==> run_1/drive_strength.png <==
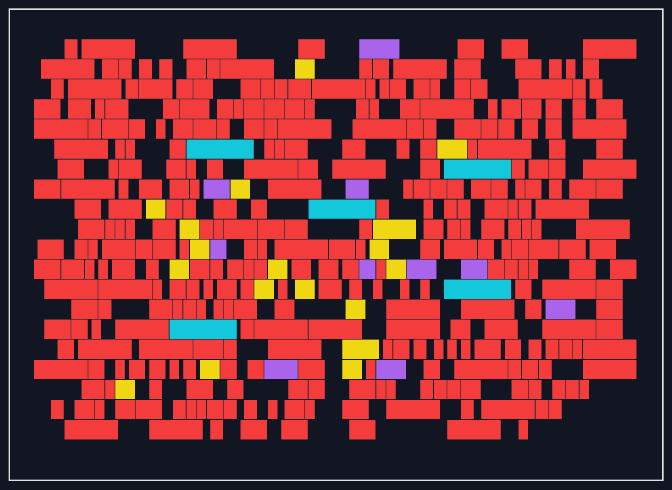
==> run_1/final_congestion.png <==
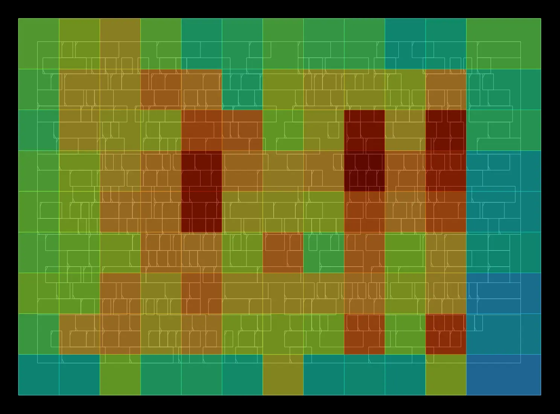
==> run_1/gate_families.png <==
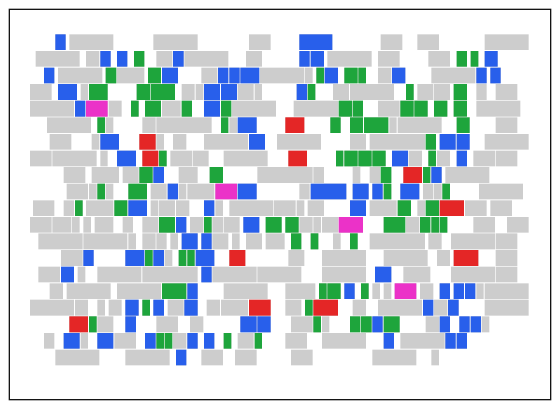
### src/rtl/game_session_ctrl_if.sv
// Handshake bundle between the menu/gameplay logic and the game session controller.
// The master side drives the request and event pulses; the slave side reports session status.
interface game_session_ctrl_if #(
  parameter int SCORE_W = 16
);
  logic               i_frame;
  logic               i_main_start;
  logic               i_hit;
  logic               i_pass;
  logic               o_main_ready;
  logic               o_return_menu;
  logic               o_playing;
  logic               o_invuln;
  logic [SCORE_W-1:0] o_score;
  logic [3:0]         o_lives;
  logic [2:0]         o_state;

  modport master (
    output i_frame, i_main_start, i_hit, i_pass,
    input  o_main_ready, o_return_menu, o_playing, o_invuln, o_score, o_lives, o_state
  );

  modport slave (
    input  i_frame, i_main_start, i_hit, i_pass,
    output o_main_ready, o_return_menu, o_playing, o_invuln, o_score, o_lives, o_state
  );
endinterface

### src/rtl/game_session_ctrl.sv
// Game session sequencer: init delay, frame-aligned start, scoring, lives with hit
// immunity, game-over hold and hand-back to the menu. All outputs are registered.
module game_session_ctrl #(
  parameter int INIT_CYCLES = 1024,
  parameter int LIVES       = 3,
  parameter int INV_FRAMES  = 60,
  parameter int OVER_FRAMES = 180,
  parameter int SCORE_W     = 16
) (
  input  logic                i_clk_pix,
  input  logic                i_rst_n,
  game_session_ctrl_if.slave  bus
);

  localparam int CYC_W   = $clog2(INIT_CYCLES + 1);
  localparam int FRM_MAX = (INV_FRAMES > OVER_FRAMES) ? INV_FRAMES : OVER_FRAMES;
  localparam int FRM_W   = $clog2(FRM_MAX + 1);

  localparam logic [CYC_W-1:0] CYC_LAST   = CYC_W'(INIT_CYCLES - 1);
  localparam logic [FRM_W-1:0] INV_LAST   = FRM_W'(INV_FRAMES - 1);
  localparam logic [FRM_W-1:0] OVER_LAST  = FRM_W'(OVER_FRAMES - 1);
  localparam logic [3:0]       LIVES_INIT = 4'(LIVES);

  typedef enum logic [2:0] {
    IDLE   = 3'd0,
    INIT   = 3'd1,
    READY  = 3'd2,
    PLAY   = 3'd3,
    OVER   = 3'd4,
    RETURN = 3'd5
  } state_t;

  state_t             state_reg;
  logic [CYC_W-1:0]   cyc_cnt_reg;
  logic [FRM_W-1:0]   frame_cnt_reg;
  logic [SCORE_W-1:0] score_reg;
  logic [3:0]         lives_reg;
  logic               main_ready_reg;
  logic               return_menu_reg;
  logic               playing_reg;
  logic               invuln_reg;

  logic in_session;
  assign in_session = (state_reg == INIT) || (state_reg == READY) ||
                      (state_reg == PLAY) || (state_reg == OVER);

  always_ff @(posedge i_clk_pix) begin
    if (!i_rst_n) begin
      state_reg       <= IDLE;
      cyc_cnt_reg     <= '0;
      frame_cnt_reg   <= '0;
      score_reg       <= '0;
      lives_reg       <= '0;
      main_ready_reg  <= 1'b0;
      return_menu_reg <= 1'b0;
      playing_reg     <= 1'b0;
      invuln_reg      <= 1'b0;
    end else if (in_session && !bus.i_main_start) begin
      // Menu withdrew the request: silent abort, score and lives stay on display.
      state_reg       <= IDLE;
      main_ready_reg  <= 1'b0;
      return_menu_reg <= 1'b0;
      playing_reg     <= 1'b0;
      invuln_reg      <= 1'b0;
    end else begin
      case (state_reg)
        IDLE: begin
          if (bus.i_main_start) begin
            state_reg     <= INIT;
            score_reg     <= '0;
            lives_reg     <= LIVES_INIT;
            cyc_cnt_reg   <= '0;
            frame_cnt_reg <= '0;
            invuln_reg    <= 1'b0;
          end
        end
        INIT: begin
          if (cyc_cnt_reg == CYC_LAST) begin
            state_reg      <= READY;
            main_ready_reg <= 1'b1;
          end else begin
            cyc_cnt_reg <= cyc_cnt_reg + 1'b1;
          end
        end
        READY: begin
          if (bus.i_frame) begin
            state_reg   <= PLAY;
            playing_reg <= 1'b1;
          end
        end
        PLAY: begin
          if (bus.i_pass && (score_reg != '1))
            score_reg <= score_reg + 1'b1;
          if (bus.i_hit && !invuln_reg) begin
            lives_reg     <= lives_reg - 1'b1;
            frame_cnt_reg <= '0;
            if (lives_reg == 4'd1) begin
              state_reg   <= OVER;
              playing_reg <= 1'b0;
            end else begin
              invuln_reg <= 1'b1;
            end
          end else if (invuln_reg && bus.i_frame) begin
            // Counter parks on its last value so it never wraps inside PLAY.
            if (frame_cnt_reg == INV_LAST)
              invuln_reg <= 1'b0;
            else
              frame_cnt_reg <= frame_cnt_reg + 1'b1;
          end
        end
        OVER: begin
          if (bus.i_frame) begin
            if (frame_cnt_reg == OVER_LAST) begin
              state_reg       <= RETURN;
              main_ready_reg  <= 1'b0;
              return_menu_reg <= 1'b1;
            end else begin
              frame_cnt_reg <= frame_cnt_reg + 1'b1;
            end
          end
        end
        RETURN: begin
          if (!bus.i_main_start) begin
            state_reg       <= IDLE;
            return_menu_reg <= 1'b0;
          end
        end
        default: begin
          state_reg       <= IDLE;
          main_ready_reg  <= 1'b0;
          return_menu_reg <= 1'b0;
          playing_reg     <= 1'b0;
          invuln_reg      <= 1'b0;
        end
      endcase
    end
  end

  assign bus.o_state       = state_reg;
  assign bus.o_main_ready  = main_ready_reg;
  assign bus.o_return_menu = return_menu_reg;
  assign bus.o_playing     = playing_reg;
  assign bus.o_invuln      = invuln_reg;
  assign bus.o_score       = score_reg;
  assign bus.o_lives       = lives_reg;

endmodule

### src/flat_wrapper.sv
// flat-port wrapper written by rule: the top's interface ports become plain ports
module game_session_ctrl_flat 
#(
  parameter int INIT_CYCLES = 1024,
  parameter int LIVES       = 3,
  parameter int INV_FRAMES  = 60,
  parameter int OVER_FRAMES = 180,
  parameter int SCORE_W     = 16
)
  (i_clk_pix, i_rst_n, bus_i_frame, bus_i_main_start, bus_i_hit, bus_i_pass, bus_o_main_ready, bus_o_return_menu, bus_o_playing, bus_o_invuln, bus_o_score, bus_o_lives, bus_o_state);
  game_session_ctrl_if #(.SCORE_W(SCORE_W)) bus_i ();
  input  logic i_clk_pix;
  input  logic i_rst_n;
  input wire logic [$bits(bus_i.i_frame)-1:0] bus_i_frame;
  input wire logic [$bits(bus_i.i_main_start)-1:0] bus_i_main_start;
  input wire logic [$bits(bus_i.i_hit)-1:0] bus_i_hit;
  input wire logic [$bits(bus_i.i_pass)-1:0] bus_i_pass;
  output wire logic [$bits(bus_i.o_main_ready)-1:0] bus_o_main_ready;
  output wire logic [$bits(bus_i.o_return_menu)-1:0] bus_o_return_menu;
  output wire logic [$bits(bus_i.o_playing)-1:0] bus_o_playing;
  output wire logic [$bits(bus_i.o_invuln)-1:0] bus_o_invuln;
  output wire logic [$bits(bus_i.o_score)-1:0] bus_o_score;
  output wire logic [$bits(bus_i.o_lives)-1:0] bus_o_lives;
  output wire logic [$bits(bus_i.o_state)-1:0] bus_o_state;
  assign bus_i.i_frame = bus_i_frame;
  assign bus_i.i_main_start = bus_i_main_start;
  assign bus_i.i_hit = bus_i_hit;
  assign bus_i.i_pass = bus_i_pass;
  assign bus_o_main_ready = bus_i.o_main_ready;
  assign bus_o_return_menu = bus_i.o_return_menu;
  assign bus_o_playing = bus_i.o_playing;
  assign bus_o_invuln = bus_i.o_invuln;
  assign bus_o_score = bus_i.o_score;
  assign bus_o_lives = bus_i.o_lives;
  assign bus_o_state = bus_i.o_state;
  game_session_ctrl #(.INIT_CYCLES(INIT_CYCLES), .LIVES(LIVES), .INV_FRAMES(INV_FRAMES), .OVER_FRAMES(OVER_FRAMES), .SCORE_W(SCORE_W)) u_core (.i_clk_pix(i_clk_pix), .i_rst_n(i_rst_n), .bus(bus_i));
endmodule
### config.mk
export PLATFORM = sky130hd
export DESIGN_NAME = game_session_ctrl_flat
export DESIGN_NICKNAME = d
export VERILOG_FILES = /design/src/rtl/game_session_ctrl_if.sv /design/src/rtl/game_session_ctrl.sv /design/src/flat_wrapper.sv
export SDC_FILE = /design/constraint.sdc
export NUM_CORES = 1
export LEC_CHECK = 0
export ABC_AREA = 0
export ABC_CLOCK_PERIOD_IN_PS = 2450
export CAP_MARGIN = 5
export CORE_ASPECT_RATIO = 0.7
export CORE_MARGIN = 3
export CORE_UTILIZATION = 56
export CTS_BUF_LIST = sky130_fd_sc_hd__clkbuf_16
export DETAILED_ROUTE_END_ITERATION = 8
export PLACE_DENSITY = 0.76
export SYNTH_ARGS = -nofsm -noshare
export SYNTH_HDL_FRONTEND = slang
export SYNTH_SLANG_ARGS = --single-unit
### constraint.sdc
create_clock -name i_clk_pix -period 2.45 [get_ports i_clk_pix]
set_input_delay 0.49 -clock i_clk_pix [delete_from_list [all_inputs] [get_ports i_clk_pix]]
set_output_delay 0.49 -clock i_clk_pix [all_outputs]
set_load 0.005 [all_outputs]
==> flow_results.xml, run 1 <==
<?xml version="1.0" encoding="UTF-8"?>
<metrics>
  <group name="floorplanning">
    <metric name="top_level_ports" unit="">33</metric>
    <metric name="floorplan.rows" unit="">20</metric>
    <metric name="core_util_floorplan" unit="%">59.9</metric>
    <metric name="floorplan.die_area" unit="µm²">5650</metric>
    <metric name="die-width" unit="µm">88.5</metric>
    <metric name="die_h" unit="µm">63.8</metric>
    <metric name="fp.coreArea" unit="µm²">4450</metric>
  </group>
  <group name="logic_synthesis">
    <metric name="ys_cells" unit="">332</metric>
    <metric name="netlist_top_cells_area" unit="">dfxtp_1 34%, nand2_1 4.8%, o21ai_0 4.5%</metric>
    <metric name="synth.cell_area" unit="µm²">2670</metric>
    <metric name="synth-adder-area-share" unit="%">2.34</metric>
    <metric name="synth.area.mux_share" unit="%">1.55</metric>
    <metric name="ys_sh_simple" unit="%">32.4</metric>
    <metric name="postSynthNetCount" unit="">343</metric>
    <metric name="ys_seq_share" unit="%">34.5</metric>
    <metric name="postSynthRegisterBits" unit="">46</metric>
    <metric name="post_synth_inst_count" unit="">332</metric>
    <metric name="top_logic_kind" unit="">simple AND/OR/NAND/NOR gates</metric>
    <metric name="area_reported_by_yosys_stat" unit="µm²">2670</metric>
  </group>
  <group name="min_path">
    <metric name="worst_hold_path.num_cells" unit="">2</metric>
    <metric name="worst_hold_path.endpoint" unit="">u_core.cyc_cnt_reg[10]$_SDFFE_PN0P_</metric>
    <metric name="min_path_type" unit="">register to register</metric>
    <metric name="hold_path.startpoint" unit="">u_core.cyc_cnt_reg[10]$_SDFFE_PN0P_</metric>
  </group>
  <group name="sta">
    <metric name="hold-worst-slack" unit="ps">431</metric>
    <metric name="tightest_slew" unit="ps">724</metric>
    <metric name="setup-tns-final" unit="ps">0</metric>
    <metric name="rsz0062_at_grt" unit="">false</metric>
    <metric name="fmaxAchievable" unit="MHz">438</metric>
    <metric name="rel_slew_slack" unit="%">51.4</metric>
    <metric name="final-setup-viol-count" unit="">0</metric>
  </group>
  <group name="global_routing">
    <metric name="global_route.overflow_total" unit="">0</metric>
    <metric name="grt_most_used_layer" unit="">met1</metric>
    <metric name="grt_pass1_wl" unit="µm">12100</metric>
    <metric name="global_route.usage.met3" unit="%">5.28</metric>
    <metric name="grt_pass1_vias" unit="">2527</metric>
  </group>
  <group name="drt">
    <metric name="route.top_layer_used" unit="">met4</metric>
  </group>
  <group name="placed_design">
    <metric name="port-buffer-count" unit="">32</metric>
    <metric name="place.detailed.hpwl" unit="µm">4900</metric>
    <metric name="numPlacedInstances" unit="">413</metric>
    <metric name="placement_cell_area" unit="µm²">3050</metric>
  </group>
  <group name="run">
    <metric name="warning_count" unit="">27</metric>
    <metric name="max-cap-violations" unit="">0</metric>
  </group>
  <group name="layout">
    <metric name="final-seq-area" unit="µm²">921</metric>
    <metric name="largest_reg_flops" unit="">16</metric>
    <metric name="stdcell_count" unit="">420</metric>
    <metric name="post-route-util" unit="%">71.5</metric>
    <metric name="diodes" unit="">0</metric>
    <metric name="design.final.nets" unit="">376</metric>
    <metric name="combGateArea" unit="µm²">1600</metric>
  </group>
  <group name="worst_setup_path">
    <metric name="reg2reg_slack" unit="ps">170</metric>
    <metric name="critPathMaxFanout" unit="">16</metric>
    <metric name="endpoint_kind" unit="">register</metric>
    <metric name="critical_path.top_delay_family" unit="">simple AND/OR/NAND/NOR gates</metric>
    <metric name="setup.worst_path.start" unit="">u_core.bus.o_score[0]$_SDFFE_PN0P_</metric>
    <metric name="startpoint_class" unit="">register</metric>
    <metric name="critical_path.cell_chain" unit="">ha_1 -&gt; nand3_2 -&gt; or3_1 -&gt; o21ai_4 -&gt; nor2b_1 -&gt; o221a_2</metric>
    <metric name="critical_path.reg2reg.endpoint" unit="">u_core.bus.o_score[3]$_SDFFE_PN0P_</metric>
    <metric name="worstReg2RegStart" unit="">u_core.bus.o_score[0]$_SDFFE_PN0P_</metric>
    <metric name="timing_worst_setup_path_type" unit="">register to register</metric>
    <metric name="worst_ep_required_time" unit="ps">2620</metric>
    <metric name="cp.buffers_inverters" unit="">0</metric>
    <metric name="worstPathArrival" unit="ps">2460</metric>
    <metric name="critical_path.endpoint" unit="">u_core.bus.o_score[3]$_SDFFE_PN0P_</metric>
    <metric name="levels_on_crit_path" unit="">6</metric>
    <metric name="reg2reg_depth" unit="">6</metric>
  </group>
  <group name="clock_network">
    <metric name="postCtsHoldBufs" unit="">0</metric>
    <metric name="clock_tree_from_tritoncts" unit="">done</metric>
    <metric name="cts_resized" unit="">0</metric>
    <metric name="cts-buffers-inserted" unit="">5</metric>
    <metric name="clock_path_buffers" unit="">2</metric>
    <metric name="clk_pin_slew_worst_paths" unit="ps">60</metric>
    <metric name="post_cts.repair.setup_buffers" unit="">0</metric>
    <metric name="htree_levels" unit="">2</metric>
  </group>
  <group name="status">
    <metric name="status" unit="">finished, final reports clean</metric>
  </group>
  <group name="pwr">
    <metric name="total_combinational_power" unit="µW">175</metric>
    <metric name="powerDensity" unit="nW/µm²">496</metric>
    <metric name="clock_power" unit="µW">631</metric>
    <metric name="clock_power_share" unit="%">40.0</metric>
    <metric name="cell_internal_pwr" unit="µW">1200</metric>
    <metric name="totalPowerFinal" unit="µW">1580</metric>
    <metric name="pwr-share-comb" unit="%">11.1</metric>
  </group>
</metrics>
## Picture notes: drive_strength.png
Purple is drive 2, cells 10, share 2.7%. Red is drive 1 or less, cells 332, share 91%, most used dfxtp_1. Cyan is drive 6 and up, cells 5, share 1.4%, most used clkbuf_16. Yellow is drive 3 to 4, cells 18, share 4.9%, most used buf_4.
final worst slack: 166 ps
Non-Clock Buffer Count: 47
fin area: 3190 µm²
Area growth, synth to finish: 19.3%

## Picture notes: final_congestion.png
M2 GR Usage: 38.8%
global routing usage summed across all routing layers: 26.7%
met1 demand-to-capacity share in global routing: 39.7%
detail-routed net length per standard cell: 16.6 µm

## Picture notes: gate_families.png
Magenta is multiplexers, cells 4. Blue is inverting AOI/OAI gates, cells 79, where widely spread. Green is NAND gates, cells 78. Red is AND-OR and OR-AND gates, cells 11.

## run 1: worst register-to-register path, cell delays in order, from the launching register on
cell     delay, ps
dfxtp_1        420
ha_1           220
nand3_2        150
or3_1          570
o21ai_4        450
nor2b_1        100
o221a_2        270
## run 1: area by class of cell
cell class	count	area share (%)
multi-input cells	258	50.4
flip-flops and latches	46	28.9
repair buffers	47	13.6
clock buffers	5	3.93
well taps	55	2.16
inverters	7	0.825
clock inverters	2	0.236
## run 1: cells in the mapped netlist (3+ instances only)
master	n
dfxtp_1	46
nand2_1	34
nor2_1	27
o21ai_0	24
a21oi_1	19
nand4_1	17
nand3_1	13
clkbuf_1	12
nor3_1	11
a31oi_1	8
and3_1	8
or4_1	8
inv_1	7
buf_6	5
ha_1	5
o31ai_1	5
or3_1	5
nand2b_1	4
nand3b_1	4
nor2b_1	4
o211ai_1	4
a22oi_1	3
a311oi_1	3
and2_1	3
buf_2	3
mux2i_1	3
nor4_1	3
o21a_1	3
o41ai_1	3
## run 1: placed cells by master (no fill, tap or decap), drive strengths merged, types with 3 or more instances in the layout
cell type / Yosys / final
a22oi: 3 / 3
o41ai: 3 / 3
nor2b: 5 / 5
nor4: 4 / 4
nand4: 17 / 17
clkdlybuf4s50: 0 / 32
a21oi: 19 / 19
and3: 8 / 8
nor2: 27 / 27
nor3: 11 / 11
o211ai: 4 / 4
nand3: 14 / 14
nand2b: 4 / 4
or3: 5 / 5
a31oi: 8 / 8
o31ai: 5 / 5
o221a: 3 / 3
ha: 5 / 5
dfxtp: 46 / 46
mux2i: 3 / 3
o21ai: 25 / 25
a311oi: 4 / 4
inv: 7 / 9
nand2: 35 / 35
clkbuf: 12 / 5
buf: 9 / 15
and2: 3 / 3
o21a: 3 / 3
or4: 8 / 8
nand3b: 4 / 4
==> run 2, diff against run 1 <==
--- a/config.mk
+++ b/config.mk
@@ -10,10 +10,10 @@
 export CAP_MARGIN = 5
 export CORE_ASPECT_RATIO = 0.7
 export CORE_MARGIN = 3
-export CORE_UTILIZATION = 56
+export CORE_UTILIZATION = 36
 export CTS_BUF_LIST = sky130_fd_sc_hd__clkbuf_16
 export DETAILED_ROUTE_END_ITERATION = 8
-export PLACE_DENSITY = 0.76
+export PLACE_DENSITY = 0.52
 export SYNTH_ARGS = -nofsm -noshare
 export SYNTH_HDL_FRONTEND = slang
 export SYNTH_SLANG_ARGS = --single-unit
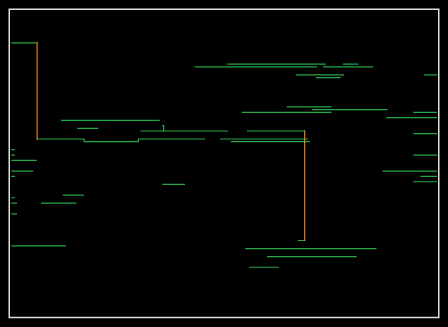
(run_2/metal_stack.png)
Only two layers are drawn.
Green is met3, wire length 472 µm. Orange is met4, wire length 52.4 µm.

==> run 2 against run 1 <==
Net effect:
- sequential power hardly changed
- critical endpoint is now u_core.frame_cnt_reg[4]$_SDFFE_PN0P_
- critical path type unchanged
- routed wire length increased by 6.3%
- cell count is 12% higher
- worst hold slack improved by 16 ps
- first-iteration DRC count decreased by 40%
- highest routed layer unchanged
- die size rose by 51%
- total power increased by 1.9%
==> flow_results.xml, run 2 <==
<?xml version="1.0" encoding="UTF-8"?>
<metrics>
  <group name="layout">
    <metric name="post-route-cell-area" unit="µm²">3300</metric>
    <metric name="largest_reg_flops" unit="">16</metric>
    <metric name="design.final.nets" unit="">385</metric>
    <metric name="stdcell_count" unit="">469</metric>
    <metric name="final_cell_mix" unit="">46 x dfxtp_1, 34 x nand2_1, 32 x clkdlybuf4s50_1</metric>
    <metric name="post-route-util" unit="%">47.3</metric>
    <metric name="layout_top_cell" unit="">dfxtp_1</metric>
    <metric name="combGateArea" unit="µm²">1600</metric>
    <metric name="final-seq-area" unit="µm²">921</metric>
    <metric name="diodes" unit="">0</metric>
    <metric name="areaGrowthSynthToFinish" unit="%">23.7</metric>
  </group>
  <group name="placed_design">
    <metric name="port-buffer-count" unit="">32</metric>
    <metric name="place.detailed.hpwl" unit="µm">5270</metric>
    <metric name="placement_cell_area" unit="µm²">3160</metric>
    <metric name="numPlacedInstances" unit="">461</metric>
  </group>
  <group name="logic_synthesis">
    <metric name="postSynthNetCount" unit="">343</metric>
    <metric name="netlist_top_cells_area" unit="">dfxtp_1 34%, nand2_1 4.8%, o21ai_0 4.5%</metric>
    <metric name="post_synth_inst_count" unit="">332</metric>
    <metric name="yosys_most_used_dff" unit="">dfxtp_1</metric>
    <metric name="top_cell_area_share" unit="%">34.5</metric>
    <metric name="synth.top_cells.by_count" unit="">46 x dfxtp_1, 34 x nand2_1, 27 x nor2_1</metric>
    <metric name="ys_seq_share" unit="%">34.5</metric>
    <metric name="synth-xor-area-share" unit="%">0.984</metric>
    <metric name="netlist.top_cell.by_instances" unit="">dfxtp_1</metric>
    <metric name="top_logic_kind" unit="">simple AND/OR/NAND/NOR gates</metric>
    <metric name="synth-adder-area-share" unit="%">2.34</metric>
    <metric name="synth.area.mux_share" unit="%">1.55</metric>
    <metric name="area_reported_by_yosys_stat" unit="µm²">2670</metric>
    <metric name="ys_sh_simple" unit="%">32.4</metric>
    <metric name="ys_cells" unit="">332</metric>
    <metric name="postSynthRegisterBits" unit="">46</metric>
    <metric name="synth.cell_area" unit="µm²">2670</metric>
  </group>
  <group name="clock_network">
    <metric name="clock_tree_from_tritoncts" unit="">done</metric>
    <metric name="htree_levels" unit="">2</metric>
    <metric name="clock_path_buffers" unit="">2</metric>
    <metric name="cts_resized" unit="">0</metric>
    <metric name="post_cts.repair.setup_buffers" unit="">0</metric>
    <metric name="cts-buffers-inserted" unit="">5</metric>
    <metric name="postCtsHoldBufs" unit="">0</metric>
    <metric name="clk_pin_slew_worst_paths" unit="ps">70</metric>
    <metric name="ctsRootBufferMaster" unit="">clkbuf_16</metric>
  </group>
  <group name="worst_setup_path">
    <metric name="levels_on_crit_path" unit="">6</metric>
    <metric name="critical_path.reg2reg.endpoint" unit="">u_core.frame_cnt_reg[4]$_SDFFE_PN0P_</metric>
    <metric name="critical_path.endpoint" unit="">u_core.frame_cnt_reg[4]$_SDFFE_PN0P_</metric>
    <metric name="reg2reg_depth" unit="">6</metric>
    <metric name="reg2reg_slack" unit="ps">270</metric>
    <metric name="endpoint_kind" unit="">register</metric>
    <metric name="critPathMaxFanout" unit="">12</metric>
    <metric name="timing_worst_setup_path_type" unit="">register to register</metric>
    <metric name="worst_ep_required_time" unit="ps">2630</metric>
    <metric name="startpoint_class" unit="">register</metric>
    <metric name="setup.worst_path.start" unit="">u_core.frame_cnt_reg[0]$_SDFFE_PN0P_</metric>
    <metric name="critical_path.top_delay_family" unit="">simple AND/OR/NAND/NOR gates</metric>
    <metric name="cp.buffers_inverters" unit="">0</metric>
    <metric name="worstReg2RegStart" unit="">u_core.frame_cnt_reg[0]$_SDFFE_PN0P_</metric>
    <metric name="worstPathArrival" unit="ps">2360</metric>
    <metric name="critical_path.cell_chain" unit="">ha_1 -&gt; and3b_1 -&gt; a211oi_1 -&gt; nor3_1 -&gt; o311ai_0 -&gt; o41ai_1</metric>
  </group>
  <group name="global_routing">
    <metric name="global_route.overflow_total" unit="">0</metric>
    <metric name="groute.usage.overall" unit="%">18.3</metric>
    <metric name="grt_pass1_wl" unit="µm">12500</metric>
    <metric name="grt_pass1_vias" unit="">2504</metric>
  </group>
  <group name="run">
    <metric name="max-cap-violations" unit="">0</metric>
    <metric name="warning_count" unit="">27</metric>
  </group>
  <group name="floorplanning">
    <metric name="top_level_ports" unit="">33</metric>
    <metric name="floorplan.rows" unit="">25</metric>
    <metric name="die-width" unit="µm">109</metric>
    <metric name="fp.coreArea" unit="µm²">6980</metric>
    <metric name="die_h" unit="µm">78.1</metric>
    <metric name="core_util_floorplan" unit="%">38.3</metric>
    <metric name="floorplan.die_area" unit="µm²">8500</metric>
  </group>
  <group name="pwr">
    <metric name="cell_internal_pwr" unit="µW">1210</metric>
    <metric name="totalPowerFinal" unit="µW">1610</metric>
    <metric name="powerDensity" unit="nW/µm²">487</metric>
    <metric name="total_combinational_power" unit="µW">179</metric>
    <metric name="clock_power_share" unit="%">40.6</metric>
    <metric name="clock_power" unit="µW">654</metric>
    <metric name="pwr-share-comb" unit="%">11.2</metric>
  </group>
  <group name="status">
    <metric name="status" unit="">finished, final reports clean</metric>
  </group>
  <group name="sta">
    <metric name="setup-tns-final" unit="ps">0</metric>
    <metric name="rsz0062_at_grt" unit="">false</metric>
    <metric name="tightest_slew" unit="ps">1060</metric>
    <metric name="slew_viol_final" unit="">0</metric>
    <metric name="final-setup-viol-count" unit="">0</metric>
    <metric name="rel_slew_slack" unit="%">28.7</metric>
    <metric name="fmaxAchievable" unit="MHz">460</metric>
    <metric name="worst_slack" unit="ps">274</metric>
    <metric name="hold-worst-slack" unit="ps">446</metric>
  </group>
  <group name="drt">
    <metric name="post_drt_wl_per_cell" unit="µm">15.8</metric>
    <metric name="routed_wirelength" unit="µm">7410</metric>
  </group>
  <group name="min_path">
    <metric name="min_path_type" unit="">register to register</metric>
    <metric name="worst_hold_path.num_cells" unit="">2</metric>
  </group>
</metrics>
run 2: cell counts after synthesis:
No cell type changed its count.
run 2: worst min-delay path by stage:
stage,start,end,slack (ps)
final,u_core.cyc_cnt_reg[10]$_SDFFE_PN0P_,u_core.cyc_cnt_reg[10]$_SDFFE_PN0P_,450
after global routing,u_core.cyc_cnt_reg[10]$_SDFFE_PN0P_,u_core.cyc_cnt_reg[10]$_SDFFE_PN0P_,470
after CTS,u_core.cyc_cnt_reg[10]$_SDFFE_PN0P_,u_core.cyc_cnt_reg[10]$_SDFFE_PN0P_,440
after detailed placement,u_core.cyc_cnt_reg[10]$_SDFFE_PN0P_,u_core.cyc_cnt_reg[10]$_SDFFE_PN0P_,430
after global placement,u_core.cyc_cnt_reg[10]$_SDFFE_PN0P_,u_core.cyc_cnt_reg[10]$_SDFFE_PN0P_,430
after floorplan,u_core.cyc_cnt_reg[10]$_SDFFE_PN0P_,u_core.cyc_cnt_reg[10]$_SDFFE_PN0P_,410
run 2: worst min-delay path, stage by stage (launching register included):
cell and delay (ps):
dfxtp_1 320, nand2_1 50, a31oi_1 30
run 2: routing by layer:
layer,global-route usage [%],routed length [µm]
met5,0,0
met3,3.53,472
met2,26.7,3120
met4,3.91,52
met1,27.5,3760
run 2: final cells by class:
type	instances	share of cell area, %
inverter	7	0.796
clock buffer	5	3.79
timing repair buffer	56	15.2
multi-input combinational	258	48.4
sequential	46	27.9
clock inverter	3	0.379
tap	94	3.56
run 2: kinds of logic (layout without fill, tap and decap cells):
kind of cell	Yosys count	in the layout
AOI/OAI and AO/OA	90	90
DFF	46	46
adders and majority gates	5	5
and+or+nand+nor	156	156
buffers and inverters	28	71
muxes	4	4
xor gates and xnor gates	3	3
Power figures rest on the tool's default switching activity, not on a simulated workload.
